[src/rtl/ahb_bm_input_stage_pkg.sv]
// Shared bus-matrix definitions: AHB transfer/burst encodings, response
// constants and the input-stage pending-state type.
package ahb_bm_input_stage_pkg;

    typedef enum logic [1:0] {
        HTRANS_IDLE   = 2'b00,
        HTRANS_BUSY   = 2'b01,
        HTRANS_NONSEQ = 2'b10,
        HTRANS_SEQ    = 2'b11
    } htrans_e;

    typedef enum logic [2:0] {
        HBURST_SINGLE = 3'b000,
        HBURST_INCR   = 3'b001,
        HBURST_WRAP4  = 3'b010,
        HBURST_INCR4  = 3'b011,
        HBURST_WRAP8  = 3'b100,
        HBURST_INCR8  = 3'b101,
        HBURST_WRAP16 = 3'b110,
        HBURST_INCR16 = 3'b111
    } hburst_e;

    localparam logic HRESP_OKAY  = 1'b0;
    localparam logic HRESP_ERROR = 1'b1;

    typedef enum logic {
        PEND_IDLE = 1'b0,
        PEND_PEND = 1'b1
    } pend_state_e;

endpackage

[src/rtl/ahb_bm_input_stage.sv]
// Per-master input stage of the AHB bus matrix. Captures each address phase
// and holds it while no output stage accepts it, stalling the master until
// the held transfer has been accepted and its data phase completes.
module ahb_bm_input_stage
    import ahb_bm_input_stage_pkg::*;
#(
    parameter int ADDR_WIDTH = 32
) (
    input  logic                  HCLK,
    input  logic                  HRESETn,
    input  logic                  HSELS,
    input  logic [ADDR_WIDTH-1:0] HADDRS,
    input  logic [1:0]            HTRANSS,
    input  logic                  HWRITES,
    input  logic [2:0]            HSIZES,
    input  logic [2:0]            HBURSTS,
    input  logic [3:0]            HPROTS,
    input  logic                  HMASTLOCKS,
    input  logic                  HREADYS,
    input  logic                  addr_in_phase,
    input  logic                  data_in_phase,
    input  logic                  HREADYM,
    input  logic                  HRESPM,
    output logic [ADDR_WIDTH-1:0] HADDRM,
    output logic [1:0]            HTRANSM,
    output logic                  HWRITEM,
    output logic [2:0]            HSIZEM,
    output logic [2:0]            HBURSTM,
    output logic [3:0]            HPROTM,
    output logic                  HMASTLOCKM,
    output logic                  active_trans,
    output logic                  HREADYOUTS,
    output logic                  HRESPS
);

    typedef struct packed {
        logic [ADDR_WIDTH-1:0] addr;
        logic [1:0]            trans;
        logic                  write;
        logic [2:0]            size;
        logic [2:0]            burst;
        logic [3:0]            prot;
        logic                  lock;
    } hold_t;

    pend_state_e pend_state;
    hold_t       hold;
    logic        trans_valid;
    logic        pend;

    // Only NONSEQ/SEQ in a ready cycle are real address phases.
    assign trans_valid = HSELS & HTRANSS[1] & HREADYS;
    assign pend        = (pend_state == PEND_PEND);

    // Holding register and pending FSM. While pending, HREADYOUTS is low so
    // HREADYS cannot rise and the captured transfer stays stable.
    always_ff @(posedge HCLK or negedge HRESETn) begin
        if (!HRESETn) begin
            pend_state <= PEND_IDLE;
            hold       <= '0;
        end else begin
            if (trans_valid) begin
                hold.addr  <= HADDRS;
                hold.trans <= HTRANSS;
                hold.write <= HWRITES;
                hold.size  <= HSIZES;
                hold.burst <= HBURSTS;
                hold.prot  <= HPROTS;
                hold.lock  <= HMASTLOCKS;
            end
            case (pend_state)
                PEND_IDLE: if (trans_valid && !addr_in_phase) pend_state <= PEND_PEND;
                PEND_PEND: if (addr_in_phase)                 pend_state <= PEND_IDLE;
                default:                                      pend_state <= PEND_IDLE;
            endcase
        end
    end

    // Address/control mux: held copy while pending, live master bus otherwise,
    // with the transfer type squashed to IDLE when this port is not selected.
    always_comb begin
        if (pend) begin
            HADDRM     = hold.addr;
            HTRANSM    = hold.trans;
            HWRITEM    = hold.write;
            HSIZEM     = hold.size;
            HBURSTM    = hold.burst;
            HPROTM     = hold.prot;
            HMASTLOCKM = hold.lock;
        end else begin
            HADDRM     = HADDRS;
            HTRANSM    = HSELS ? HTRANSS : HTRANS_IDLE;
            HWRITEM    = HWRITES;
            HSIZEM     = HSIZES;
            HBURSTM    = HBURSTS;
            HPROTM     = HPROTS;
            HMASTLOCKM = HMASTLOCKS;
        end
    end

    // Request, ready and response towards arbiters and master.
    always_comb begin
        active_trans = pend | (HSELS & HTRANSS[1]);
        HREADYOUTS   = data_in_phase ? HREADYM : ~pend;
        HRESPS       = data_in_phase ? HRESPM  : HRESP_OKAY;
    end

endmodule

[config.mk]
export PLATFORM = sky130hd
export DESIGN_NAME = ahb_bm_input_stage
export DESIGN_NICKNAME = d
export VERILOG_FILES = /design/src/rtl/ahb_bm_input_stage_pkg.sv /design/src/rtl/ahb_bm_input_stage.sv
export SDC_FILE = /design/constraint.sdc
export NUM_CORES = 1
export LEC_CHECK = 0
export CORE_ASPECT_RATIO = 0.75
export CORE_UTILIZATION = 30
export CTS_BUF_LIST = sky130_fd_sc_hd__clkbuf_8
export DETAILED_ROUTE_END_ITERATION = 8
export GPL_TIMING_DRIVEN = 0
export PLACE_DENSITY_LB_ADDON = 0.2
export RECOVER_POWER = 25
export SLEW_MARGIN = 30
export SYNTH_ARGS = -nofsm -noshare
export SYNTH_HDL_FRONTEND = slang
export SYNTH_SLANG_ARGS = --single-unit
[constraint.sdc]
create_clock -name HCLK -period 1.2 [get_ports HCLK]
set_input_delay 0.12 -clock HCLK [delete_from_list [all_inputs] [get_ports HCLK]]
set_output_delay 0.12 -clock HCLK [all_outputs]
set_load 0.05 [all_outputs]
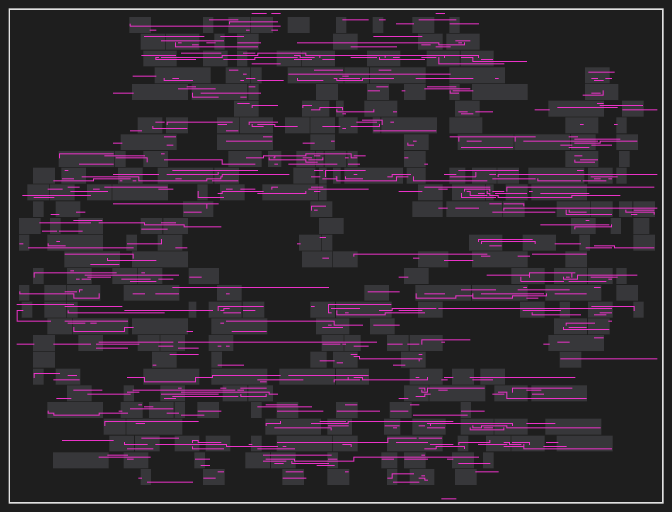
*The metal 1 layer*
Cells faint in the background.
main direction: horizontal
nets with wire on the layer: 280
longest straight run: 32.2 um
share of all routed wire: 48%
WL final: 5.63 mm
met1 GRT Util: 0.189
DR vias: 1631

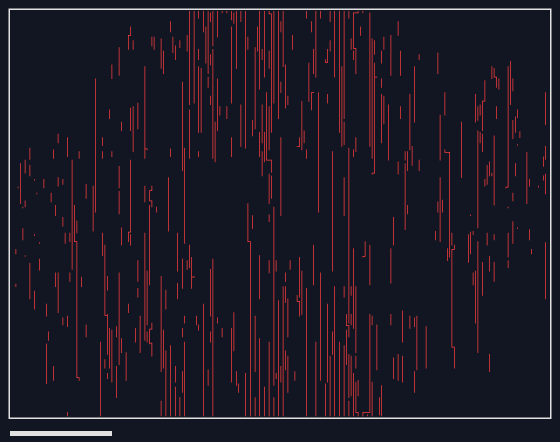
*M2 wires*
Bar = 20 um.
nets with wire on the layer: 295
wire length on this layer: 2600 um

==> run_results.csv <==
group,metric,value,unit
cells_and_area,final-nonclk-buf-share,0.267,
global_routing,grt_max_degree,26,
cells_and_area,drive_gt1_frac,0.593,
place,place_area,0.00363,mm2
floorplanning,chipArea,0.00847,mm2
power,switching_share,0.327,
cells_and_area,top_register,"hold",
cells_and_area,antenna_cells,0,
synthesis,synth.distinct_cells,13,
setup_path,start_kind,"register",
routing,drt_iter0_drc,38,
cells_and_area,design_area,0.00352,mm2
global_routing,grt_pass1_wl,9.14,mm
sta,rsz0062_at_grt,"true",
synthesis,synth_flops,47,
routing,detail_route.wl_per_cell,15.0,um
cells_and_area,final_cell_mix,"57 x mux2_2, 51 x clkdlybuf4s50_1, 46 x dfrtp_1, 40 x buf_2, 32 x mux2_4",
floorplanning,rows,28,
worst_hold_path,min_from,"addr_in_phase",
cells_and_area,logic_gate_count,102,
synthesis,common_cells,"61 x mux2_2, 47 x dfrtp_1, 28 x mux2_4",
setup_path,critical_path_arrival,1.47,ns
setup_path,critPathTopFamily,"flip-flops",
routing,route.detailed.drc,0,
cts,cts.clk_slew.worst_paths,0.08,ns
global_routing,grt-busiest-layer,"met2",
routing,wl_met1,2.68,mm
worst_hold_path,hold_depth,2,
synthesis,synth-adder-area-share,0,
synthesis,top_logic_kind,"multiplexers",
sta,finClkSkew,0,ns
setup_path,cp-end-kind,"output port",
synthesis,top_cell,"mux2_2",
power,internal_power,3.02,mW
worst_hold_path,holdPathEnd,"pend$_DFF_PN0_",
place,dpl_worst_slack,-0.807,ns
synthesis,yosys.area_share.simple,0.0185,
synthesis,edf_count,0,
synthesis,ys_cells,161,
cts,post-cts-setup-buffer-count,0,
outcome,status,"complete, but fails checks",
cells_and_area,flop_area,0.00118,mm2
setup_path,crit_start,"pend$_DFF_PN0_",
synthesis,synthMuxAreaShare,0.455,
synthesis,yosys_area,0.00243,mm2
cells_and_area,finalNonFillerCells,375,
power,ir_worst_vdd,0.000548,V
job,tool_warnings,29,
cells_and_area,area_delta_synth_final,45.0,%
cells_and_area,dominant_cells,"logic gates",
synthesis,fp_nets,215,
setup_path,critPathRequiredTime,1.08,ns
synthesis,async_flop_share,1.00,
floorplanning,die_y,80.0,um
outcome,violations,"negative setup slack",
sta,setup_ws,-0.388,ns
cells_and_area,largest_reg_flops,46,
cts,clock_sinks,47,
place,placed_cells,369,
cells_and_area,inv_count,1,
cts,clk_latency,0.28,ns
routing,top_layer,"met4",
floorplanning,tap_cells,105,
floorplanning,die_w,106,um
cells_and_area,fin_nets,325,
setup_path,cp_slowest_cell,"dfrtp_2",
place,io_buffers,102,
setup_path,crit_type,"reg2out",
power,pg_clk,0.868,mW
setup_path,cp_max_fo,10,
setup_path,slowest_delay,0.44,ns
sta,setup_violations,48,
synthesis,syn_area,0.00243,mm2
synthesis,largest_area_cell,"dfrtp_1",
global_routing,grtUsageMet2,0.225,
routing,via_per_inst,4.35,
power,p_clk_frac,0.194,
routing,dr.pass1.iters,4,
cells_and_area,post-route-util,0.447,
cts,cts-root-buf,"clkbuf_8",
job,max_cap_violations,0,
power,powerDensity,1270,mW/mm2
sta,maxSlewHeadroom,0.590,
power,p_seq_frac,0.450,
sta,post-route-min-period,1.59,ns
cts,cts_hold_repair.buffers,1,
cells_and_area,clk_share,0.0206,
power,comb_power_share,0.357,
sta,hold_ws,0.351,ns
cells_and_area,final_layout_top_logic_cell,"mux2_2",
synthesis,aoi_share,0.00823,
cells_and_area,flop-count,47,
cells_and_area,seq_share,0.334,
cells_and_area,fill_cells,738,
cts,cts_tree,"yes",
synthesis,syn_inst,161,
place,dp_hpwl,4.17,mm
synthesis,syn_avg_cell_area,15.1,um2
floorplanning,initial_core_util,0.308,
power,power,4.48,mW
cells_and_area,nNonClkBuffers,114,
setup_path,worst-path-buf-inv,2,
setup_path,path_cells,"buf_6 > mux2_2 > buf_2",
synthesis,yosys.stat.seqShare,0.484,
sta,report.final.hold_viol_count,0,
routing,route.met2.wl,2.60,mm
cts,cts-resized-gates,269,
synthesis,flop_cell,"dfrtp_1",
setup_path,worstRegToRegCells,3,
power,pg_comb,1.60,mW
global_routing,grt_overflow,0,
No activity file was given, so power comes from the tool's default toggle rates.
